[config.mk]
export PLATFORM = sky130hd
export DESIGN_NAME = bru_predictor
export DESIGN_NICKNAME = d
export VERILOG_FILES = /design/src/rtl/bru_predictor_pkg.sv /design/src/rtl/bru_btb.sv /design/src/rtl/bru_predictor.sv
export SDC_FILE = /design/constraint.sdc
export NUM_CORES = 2
export LEC_CHECK = 0
export CAP_MARGIN = 20
export CORE_UTILIZATION = 60
export CTS_CLUSTER_SIZE = 12
export DETAILED_ROUTE_END_ITERATION = 8
export GPL_TIMING_DRIVEN = 1
export PLACE_DENSITY = 0.8
export SLEW_MARGIN = 20
export SYNTH_ARGS = -nofsm -noshare
export SYNTH_HDL_FRONTEND = slang
export SYNTH_SLANG_ARGS = --single-unit
[constraint.sdc]
create_clock -name clk -period 11.45 [get_ports clk]
set_input_delay 2.29 -clock clk [delete_from_list [all_inputs] [get_ports clk]]
set_output_delay 2.29 -clock clk [all_outputs]
set_load 0.005 [all_outputs]
[src/rtl/bru_predictor_pkg.sv]
// Shared definitions for the branch resolution / prediction unit:
// BRU operation encodings, BHT counter constants and the saturating update.
package bru_predictor_pkg;

  typedef enum logic [2:0] {
    BRU_EQ  = 3'd0,
    BRU_NE  = 3'd1,
    BRU_LT  = 3'd2,
    BRU_GE  = 3'd3,
    BRU_LTU = 3'd4,
    BRU_GEU = 3'd5,
    BRU_JMP = 3'd6
  } bru_op_e;

  localparam logic [1:0] BHT_WNT  = 2'b01;
  localparam logic [1:0] CTR_MIN  = 2'b00;
  localparam logic [1:0] CTR_MAX  = 2'b11;

  function automatic logic [1:0] ctr_next(input logic [1:0] ctr, input logic taken);
    if (taken) begin
      return (ctr == CTR_MAX) ? ctr : ctr + 2'd1;
    end
    return (ctr == CTR_MIN) ? ctr : ctr - 2'd1;
  endfunction

endpackage

[src/rtl/bru_btb.sv]
// Direct-mapped, tagged branch target buffer: combinational lookup with
// tag compare, one synchronous write port (read-before-write on collision).
module bru_btb
  import bru_predictor_pkg::*;
#(
  parameter int XLEN    = 32,
  parameter int ENTRIES = 16
) (
  input  logic            clk,
  input  logic            rst,
  input  logic [XLEN-1:0] rd_pc_i,
  output logic            rd_hit_o,
  output logic            rd_jump_o,
  output logic [XLEN-1:0] rd_target_o,
  input  logic            wr_en_i,
  input  logic [XLEN-1:0] wr_pc_i,
  input  logic [XLEN-1:0] wr_target_i,
  input  logic            wr_jump_i
);

  localparam int IDX_W = $clog2(ENTRIES);
  localparam int TAG_W = XLEN - IDX_W - 2;

  logic [ENTRIES-1:0] valid_q;
  logic [TAG_W-1:0]   tag_q    [ENTRIES];
  logic [XLEN-1:0]    target_q [ENTRIES];
  logic               jump_q   [ENTRIES];

  logic [IDX_W-1:0] rd_idx;
  logic [IDX_W-1:0] wr_idx;
  logic [TAG_W-1:0] rd_tag;
  logic [TAG_W-1:0] wr_tag;
  logic             unused_pc_bits;

  assign rd_idx = rd_pc_i[IDX_W+1:2];
  assign rd_tag = rd_pc_i[XLEN-1:IDX_W+2];
  assign wr_idx = wr_pc_i[IDX_W+1:2];
  assign wr_tag = wr_pc_i[XLEN-1:IDX_W+2];
  assign unused_pc_bits = ^{rd_pc_i[1:0], wr_pc_i[1:0]};

  assign rd_hit_o    = valid_q[rd_idx] && (tag_q[rd_idx] == rd_tag);
  assign rd_jump_o   = jump_q[rd_idx];
  assign rd_target_o = target_q[rd_idx];

  always_ff @(posedge clk) begin
    if (rst) begin
      valid_q <= '0;
    end else if (wr_en_i) begin
      valid_q[wr_idx] <= 1'b1;
    end
  end

  // NOTE: payload arrays are deliberately not reset; valid_q alone decides
  // whether an entry is meaningful, so these can map onto plain RAM.
  always_ff @(posedge clk) begin
    if (wr_en_i) begin
      tag_q[wr_idx]    <= wr_tag;
      target_q[wr_idx] <= wr_target_i;
      jump_q[wr_idx]   <= wr_jump_i;
    end
  end

endmodule

[src/rtl/bru_predictor.sv]
// Branch resolution unit with BHT/BTB fetch prediction and registered resolve.
// Optional performance counters are enabled by defining BRU_PERF_CNT_EN.
module bru_predictor
  import bru_predictor_pkg::*;
#(
  parameter int XLEN        = 32,
  parameter int BHT_ENTRIES = 64,
  parameter int BTB_ENTRIES = 16
) (
  input  logic            clk,
  input  logic            rst,
  input  logic [XLEN-1:0] FetchPc,
  output logic            PredTaken,
  output logic [XLEN-1:0] PredPc,
  input  logic            ResValid,
  input  logic            Flush,
  input  logic [2:0]      BRUOp,
  input  logic            IsJalr,
  input  logic [XLEN-1:0] Rs1Data,
  input  logic [XLEN-1:0] Rs2Data,
  input  logic [XLEN-1:0] Pc,
  input  logic [XLEN-1:0] Imm,
  input  logic [XLEN-1:0] PredPcIn,
  output logic            OutValid,
  output logic            BranchTaken,
  output logic [XLEN-1:0] RedirectPc,
`ifdef BRU_PERF_CNT_EN
  output logic [31:0]     BranchCount,
  output logic [31:0]     MispredCount,
`endif
  output logic            Mispredict
);

  localparam int BHT_IDX_W = $clog2(BHT_ENTRIES);

  logic [1:0] ctr_q [BHT_ENTRIES];

  logic [BHT_IDX_W-1:0] fetch_bht_idx;
  logic [BHT_IDX_W-1:0] res_bht_idx;
  logic                 btb_hit;
  logic                 btb_jump;
  logic [XLEN-1:0]      btb_target;

  logic            act;
  logic            op_valid;
  logic            op_is_jmp;
  logic            res_taken;
  logic            train;
  logic [XLEN-1:0] seq_pc;
  logic [XLEN-1:0] target_pc;
  logic [XLEN-1:0] actual_pc;
  logic            res_mispred;

  logic            out_valid_q, out_valid_d;
  logic            taken_q,     taken_d;
  logic [XLEN-1:0] redirect_q,  redirect_d;
  logic            mispred_q,   mispred_d;

  // ---------------------------------------------------------------- lookup
  assign fetch_bht_idx = FetchPc[BHT_IDX_W+1:2];
  assign res_bht_idx   = Pc[BHT_IDX_W+1:2];

  bru_btb #(
    .XLEN    (XLEN),
    .ENTRIES (BTB_ENTRIES)
  ) u_btb (
    .clk         (clk),
    .rst         (rst),
    .rd_pc_i     (FetchPc),
    .rd_hit_o    (btb_hit),
    .rd_jump_o   (btb_jump),
    .rd_target_o (btb_target),
    .wr_en_i     (train && res_taken),
    .wr_pc_i     (Pc),
    .wr_target_i (target_pc),
    .wr_jump_i   (op_is_jmp)
  );

  assign PredTaken = btb_hit && (btb_jump || ctr_q[fetch_bht_idx][1]);
  assign PredPc    = PredTaken ? btb_target : FetchPc + XLEN'(4);

  // --------------------------------------------------------------- resolve
  // NOTE: every always_comb output gets a default before the case, so no
  // path through the block can leave a value unassigned and infer a latch.
  always_comb begin
    res_taken = 1'b0;
    op_valid  = 1'b1;
    case (bru_op_e'(BRUOp))
      BRU_EQ:  res_taken = (Rs1Data == Rs2Data);
      BRU_NE:  res_taken = (Rs1Data != Rs2Data);
      BRU_LT:  res_taken = ($signed(Rs1Data) <  $signed(Rs2Data));
      BRU_GE:  res_taken = ($signed(Rs1Data) >= $signed(Rs2Data));
      BRU_LTU: res_taken = (Rs1Data <  Rs2Data);
      BRU_GEU: res_taken = (Rs1Data >= Rs2Data);
      BRU_JMP: res_taken = 1'b1;
      default: op_valid  = 1'b0;
    endcase
  end

  assign op_is_jmp   = (BRUOp == BRU_JMP);
  assign act         = ResValid && !Flush;
  // A resolve that coincides with reset must leave the tables untouched.
  assign train       = act && op_valid && !rst;
  assign seq_pc      = Pc + XLEN'(4);
  assign target_pc   = IsJalr ? ((Rs1Data + Imm) & ~XLEN'(1)) : (Pc + Imm);
  assign actual_pc   = res_taken ? target_pc : seq_pc;
  assign res_mispred = (actual_pc != PredPcIn);

  // ------------------------------------------------------- BHT training
  always_ff @(posedge clk) begin
    if (rst) begin
      for (int i = 0; i < BHT_ENTRIES; i++) begin
        ctr_q[i] <= BHT_WNT;
      end
    end else if (train && !op_is_jmp) begin
      ctr_q[res_bht_idx] <= ctr_next(ctr_q[res_bht_idx], res_taken);
    end
  end

  // ------------------------------------------------------ output register
  always_comb begin
    out_valid_d = act;
    taken_d     = 1'b0;
    mispred_d   = 1'b0;
    redirect_d  = redirect_q;
    if (act) begin
      taken_d    = res_taken;
      redirect_d = actual_pc;
      mispred_d  = res_mispred;
    end
  end

  // NOTE: sequential state uses non-blocking assignments so every register
  // samples its pre-edge inputs regardless of block ordering.
  always_ff @(posedge clk) begin
    if (rst) begin
      out_valid_q <= 1'b0;
      taken_q     <= 1'b0;
      redirect_q  <= '0;
      mispred_q   <= 1'b0;
    end else begin
      out_valid_q <= out_valid_d;
      taken_q     <= taken_d;
      redirect_q  <= redirect_d;
      mispred_q   <= mispred_d;
    end
  end

  assign OutValid    = out_valid_q;
  assign BranchTaken = taken_q;
  assign RedirectPc  = redirect_q;
  assign Mispredict  = mispred_q;

`ifdef BRU_PERF_CNT_EN
  logic [31:0] branch_cnt_q;
  logic [31:0] mispred_cnt_q;

  always_ff @(posedge clk) begin
    if (rst) begin
      branch_cnt_q  <= '0;
      mispred_cnt_q <= '0;
    end else if (train) begin
      branch_cnt_q <= branch_cnt_q + 32'd1;
      if (res_mispred) begin
        mispred_cnt_q <= mispred_cnt_q + 32'd1;
      end
    end
  end

  assign BranchCount  = branch_cnt_q;
  assign MispredCount = mispred_cnt_q;
`endif

endmodule

**M2 wires**

Scale bar: 100 µm. Cells faint in the background.
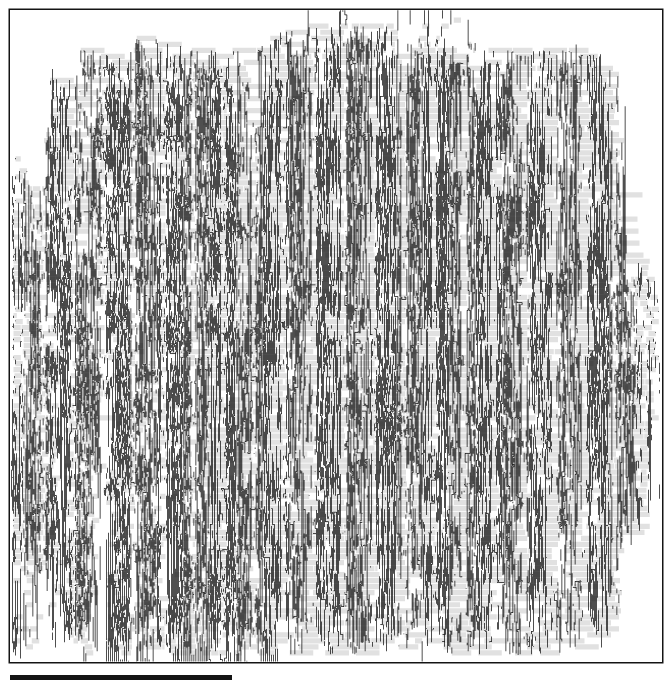
main direction: vertical
share of all routed wire: 48%
longest straight run: 127 µm

**Congestion heat map**

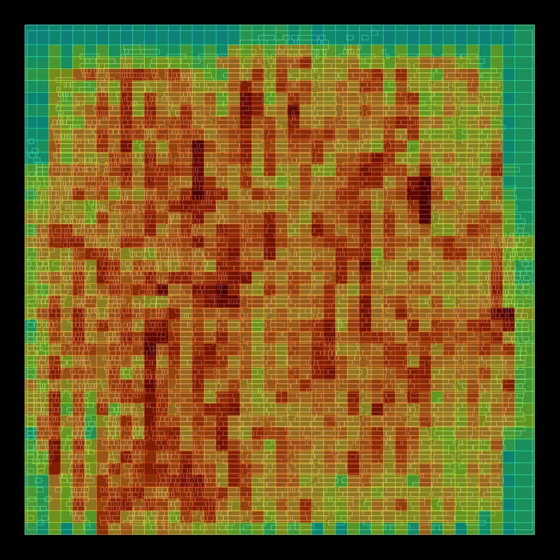
M3 GR Usage: 7.82%
post-layout util: 69.6%
global-route track usage on met1: 46.4%
total global-route track usage: 35.4%
average detailed-routed wire length per instance: 32.1 µm

**Cell sizes after repair**

Scale bar: 100 µm.
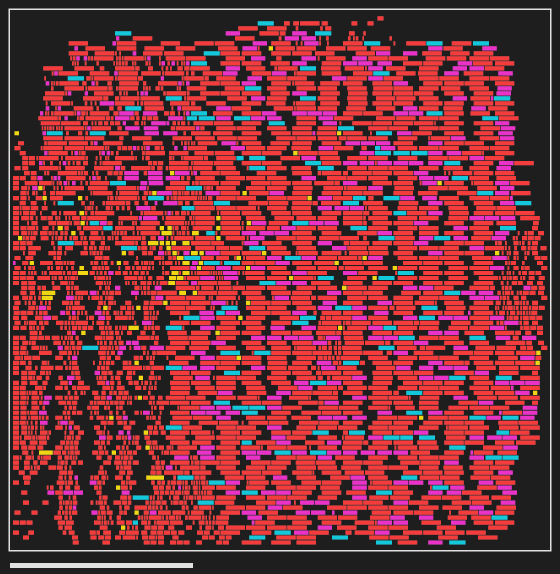
| size | color | cells | share | most used |
|---|---|---|---|---|
| _0 and _1 cells | red | 2,896 | 81% | edfxtp_1 |
| _2 cells | magenta | 447 | 13% | mux4_2 |
| _6 and larger | cyan | 128 | 3.6% | clkbuf_16 |
| _3 and _4 cells | yellow | 88 | 2.5% | buf_4 |
final non-filler cell area: 58,500 µm²
relative area change from synthesis to final layout: 14.2%
number of buffers other than clock buffers in the final layout: 334

**Metal 1**

Scale bar: 100 µm. Supply wires on this layer in gray. Cells faint in the background.
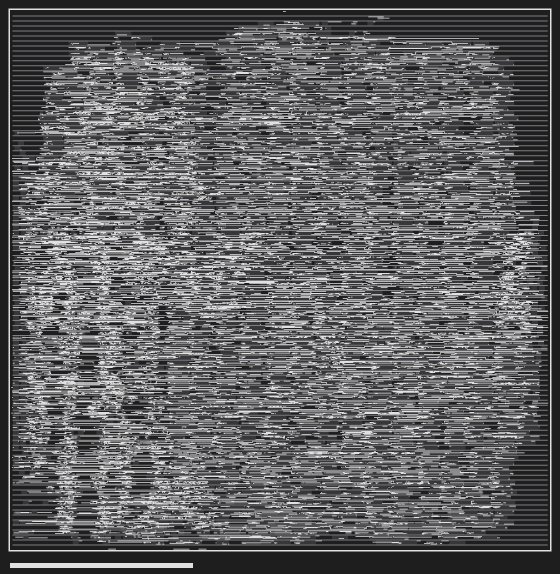
wire length on this layer: 51.7 mm
main direction: horizontal
nets with wire on the layer: 3,555

==> results.yml <==
# synthesis and place-and-route metrics
yosys:
  yosys.cell_count.top_type: "sky130_fd_sc_hd__edfxtp_1"
  yosys.cell_types.count: 89
  synth-area-yosys_um2: 51300
  seq_area_frac_synth_pct: 64.8
  async_reset_ff_share_pct: 0
  fraction_of_post_synthesis_cell_area_in_the_top_cell_type_by_area_pct: 62.8
  yosys-top-cells-count: "sky130_fd_sc_hd__edfxtp_1, sky130_fd_sc_hd__mux4_2, sky130_fd_sc_hd__nor2_1, sky130_fd_sc_hd__nand2_1, sky130_fd_sc_hd__a21oi_1"
  ys_top_logic_family: "multiplexers"
  yosys_most_used_dff: "sky130_fd_sc_hd__edfxtp_1"
  postSynthRegisterBits: 1123
  synth_area_leader_cell: "sky130_fd_sc_hd__edfxtp_1"
  synthesis.instances: 3218
  avgSynthCellArea_um2: 15.9
clock_tree:
  clkSlewWorstSetupHoldPaths_ns: 0.07
  clockRootBuffer: "sky130_fd_sc_hd__clkbuf_16"
  cts_max_level: 3
  clock_insertion_delay_worst_skew_ns: 0.69
place:
  dpl.cell_count: 4506
  dp_hpwl_um: 91000
  placement.setup.worst_slack_ns: 2.49
pwr:
  irDropWorstVdd_mv: 0.145
  group_drawing_the_most_power: "sequential cells"
  seq_power_mw: 4.65
  power_density_over_the_cells_nw_per_um2: 156
  seq_power_share_pct: 50.9
  internal_power_mw: 6.86
  total_power_mw: 9.14
  clockNetworkPower_mw: 3.35
  clockPowerShare_pct: 36.6
  p_comb_share_pct: 12.5
  power_switching_share_pct: 24.9
  p_leak_nw: 18.9
timing:
  final_period_minus_worst_setup_slack_ns: 9.24
  worst_slew_margin_relative_to_its_limit_pct: 22.8
  timing.clock.skew_ns: 0.0161
  rsz0062_at_grt: "false"
  final.period_utilization_pct: 80.7
  final-max-slew-violation-count: 0
  timing.fmax_ghz: 0.108
cells_and_area:
  flip_flop_count_of_the_largest_register_after_layout: 512
  biggestRegsByFlops: "u_btb.target_q: 512 flops, u_btb.tag_q: 416 flops, ctr_q: 128 flops"
  drive_gt1_share_pct: 18.6
  top_class_by_area: "sequential cells"
  multi_input_comb_area_um2: 17200
  fillCellCount: 5249
  most_frequently_placed_logic_cell_in_the_final_layout: "sky130_fd_sc_hd__edfxtp_1"
  clockNetworkAreaShare_pct: 5.54
  top_register: "u_btb.target_q"
  layout.nonclk_buf_share_pct: 5.49
  n_all_inverters: 70
  nClkBuffers: 151
  n_multi_input_combinational_cell: 1845
  regArea_um2: 33200
setup_path:
  startpoint_type: "primary input"
  critical_path_class: "in2out"
  timing.critical_path.to: "PredPc[3]"
  r2r-start: "ctr_q[21][1]"
  worst-endpoint-arrival_ns: 6.95
  cp-startpoint: "FetchPc[3]"
  worst_path_dominant_cell_family: "buffers and inverters"
  cp.buffers_inverters: 3
drt:
  detail_route.drc_violations: 0
  routed-wl-met2_um: 72200
  finalWirelength_um: 151000
  detail_route.first_pass.iterations: 8
  met3RoutedLength_um: 19900
  num_vias: 32800
global_routing:
  gr-total-overflow: 0
  antenna_found_initial: 18
  globalRouteMet2Util_pct: 57.5
  grt_pass1_vias: 32900
hold_path:
  holdCritStartpoint: "RedirectPc[23]"
run:
  max-cap-violations: 0
die:
  die-width_um: 294
  std_cell_rows: 106
  well_tap_count: 1134
  floorplan.die.height_um: 294
  die_area_um2: 86600
  placeable_core_region_um2: 84100
run_status:
  run_status: "complete, no violations"
Power figures rest on the tool's default switching activity, not on a simulated workload.
